==> config.mk <==
export PLATFORM = sky130hd
export DESIGN_NAME = keccak_arbiter_flat
export DESIGN_NICKNAME = d
export VERILOG_FILES = /design/src/rtl/keccak_arbiter_if.sv /design/src/rtl/keccak_arbiter.sv /design/src/flat_wrapper.sv
export SDC_FILE = /design/constraint.sdc
export NUM_CORES = 1
export LEC_CHECK = 0
export CORE_AREA = 2 2 253 255
export DETAILED_ROUTE_END_ITERATION = 8
export DIE_AREA = 0 0 255 257
export HOLD_SLACK_MARGIN = 0.08
export PLACE_DENSITY = 0.44
export SYNTH_ARGS = -nofsm -noshare
export SYNTH_HDL_FRONTEND = slang
export SYNTH_SLANG_ARGS = --single-unit
==> constraint.sdc <==
create_clock -name i_clk -period 3.8 [get_ports i_clk]
set_clock_uncertainty 0.2 [all_clocks]
set_input_delay 0.76 -clock i_clk [delete_from_list [all_inputs] [get_ports i_clk]]
set_output_delay 0.76 -clock i_clk [all_outputs]
set_load 0.02 [all_outputs]
**Run 1: cells colored by class**

The bar under the picture is 100 um long. Fill, decap, tap and diode cells in gray.
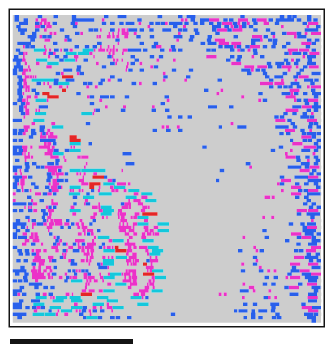
legend:
  blue:
    class: remaining buffers and delay cells
    cells: 724
    share_of_their_area: 48%
  red:
    class: clock drivers and dummy loads
    cells: 16
    share_of_their_area: 2.0%
  cyan:
    class: registers
    cells: 75
    share_of_their_area: 13%
  magenta:
    class: remaining logic cells
    cells: 784
    share_of_their_area: 38%
core area: 62700 um2
num rows: 92
flop share of the area: 11.8%
final instance area: 16000 um2
final core utilization: 25.5%

**Run 1: metal 2**

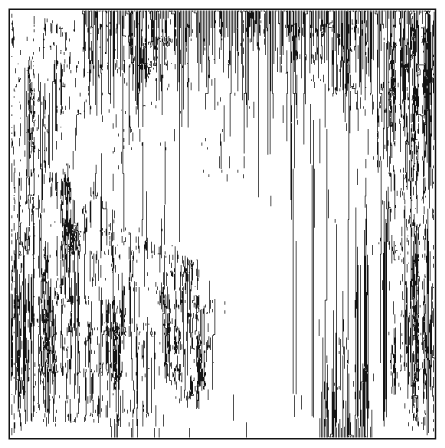
share of all routed wire: 49%
longest straight run: 179 um
wire length on this layer: 28.4 mm
nets with wire on the layer: 1785
Vias: 9885
met2 usage: 29.7%
WL final: 58000 um

**Run 1: drive-strength map**

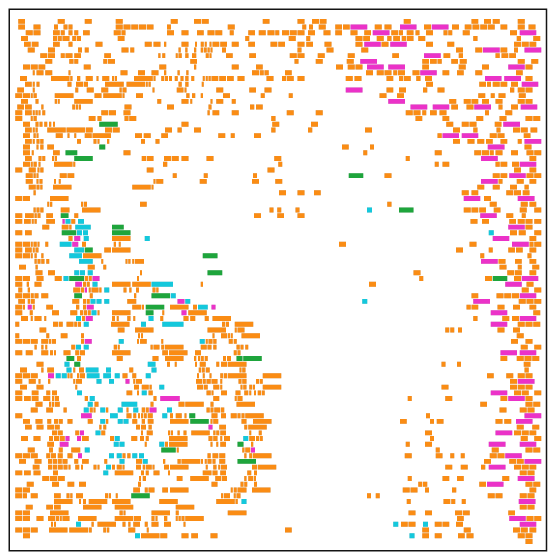
legend:
  orange:
    size: x1 and smaller
    cells: 1392
    share: 87%
    most_used: clkdlybuf4s50_1
  cyan:
    size: x3 and x4
    cells: 88
    share: 5.5%
    most_used: buf_4
  green:
    size: x6 and larger
    cells: 29
    share: 1.8%
    most_used: clkbuf_16
  magenta:
    size: x2
    cells: 90
    share: 5.6%
    most_used: mux4_2
worst setup margin: 0.183 ns
area grow syn2layout: 108%

**Run 1: clock wiring as the flow saved it**

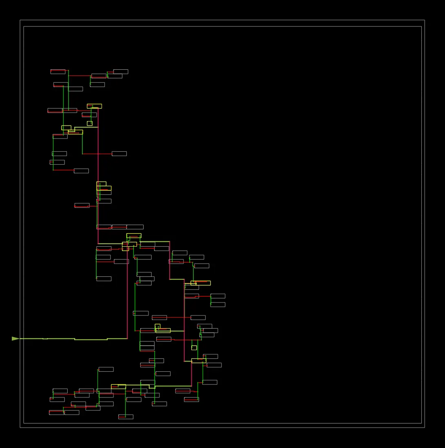
P_clk: 0.899 mW
Inserted Clock Buffers: 9
CLK BUF: 9
Flop Count: 75
Skew-Pair Late Insertion Delay: 0.37 ns

==> results.cfg <==
; flow metrics
[run_status]
status = finished, final reports clean

[cts]
root_buffer = clkbuf_16
cts.sinks = 75

[grt]
grt_pass1_wl_um = 78200
grt_util_all_layers_pct = 16.9
overflow = 0

[timing]
fin_crit_sh_pct = 95.2
rsz0062_at_grt = false
finalHoldViolations = 0
worst_slew_pin_slew_ns = 0.800

[layout]
drive_gt1_share_pct = 12.9
mostFrequentLayoutCell = clkdlybuf4s50_1

[flow_run]
warnings = 29

[setup_path]
crit_path_cell_trace = clkdlybuf4s50_1, nand2_2, nor2_1, clkdlybuf4s50_1
critPathCaptureType = primary output
cp_common_cell = clkdlybuf4s50_1
cp_data_arrival_time_ns = 2.66
critical_path.slowest_cell = clkdlybuf4s50_1
r2r_setup_slack_ns = 0.47

[placed_design]
port_buffers = 646
gp_congestion = 0.964
place_inst = 2425

[synth]
yosys.stat.seqShare_pct = 24.3
synthesis.area_um2 = 7710
yosysChipArea_um2 = 7710
-- run 1: stage by stage --
step | instance area, um2 | worst slack [ns]
after detailed placement | 15600 | -0.463
final | 16000 | 0.183
after global routing | 16000 | 0.0279
after floorplan | 7710 | 0.281
after global placement | 15600 | -0.426
after CTS | 15900 | 0.0188
-- run 1: cells by family (layout without fill, tap and decap cells) --
kind of cell    after synthesis  count (layout)  synth area share [%]
fa+ha+maj                     6               6                 0.973
simple gates                540             540                  35.7
buf+inv                      86             751                  4.67
flops                        75              75                  24.3
xor+xnor                     31              31                  3.52
compound gates              125             125                  11.0
other cells                   0               8                     0
mux                          71              71                  19.8
-- run 1: critical path: cells and delay by family --
| family | cells | cell delay [ns] |
|---|---|---|
| AND/OR/NAND/NOR | 2 | 0.56 |
| buffers and inverters | 2 | 1.34 |
-- run 1: power breakdown --
| part | total [mW] | switching, mW | internal, mW |
|---|---|---|---|
| clock | 0.899 | 0.431 | 0.468 |
| sequential | 1.49 | 0.374 | 1.12 |
| combinational | 8.31 | 4.41 | 3.90 |
-- run 1: layer usage --
layer  up-vias  wire length (um)  share of wire, %  global-route usage (%)
met5         -                 0                 0                       0
met4         0              1070               1.8                    3.90
met3        38              5460               9.4                    5.10
met2       499             28400                49                    29.7
met1      4692             23000                40                    19.9
li1       4656                 -                 -                       -
-- run 1: area by class of cell --
class | count | area, um2
clock inverters | 7 | 78.8
diodes | 8 | 20.0
fillers | 6748 | 46700
inverters | 11 | 46.3
flip-flops and latches | 75 | 1890
clock buffers | 9 | 225
well taps | 846 | 1060
repair buffers | 724 | 7150
multi-input cells | 773 | 5560
-- run 1: what timing repair did --
action | in CTS | in global routing
gates resized | 6 | 15
setup buffers | 4 | 1
setup endpoints to repair | 4 | 11
pin swaps | 4 | 6
hold buffers | 0 | 0
-- run 1: cells in the mapped netlist, drive strengths merged (20+ instances only) --
cell | number | area [um2]
mux4 | 65 | 1460
buf | 23 | 119
nand3 | 91 | 460
and3 | 22 | 138
nand2 | 194 | 728
xnor2 | 20 | 175
nor2 | 28 | 124
clkbuf | 52 | 195
a211oi | 21 | 158
o21ai | 50 | 250
nor3 | 22 | 121
dfrtp | 74 | 1850
and2 | 140 | 878
Power is estimated from default activity; no workload was simulated.
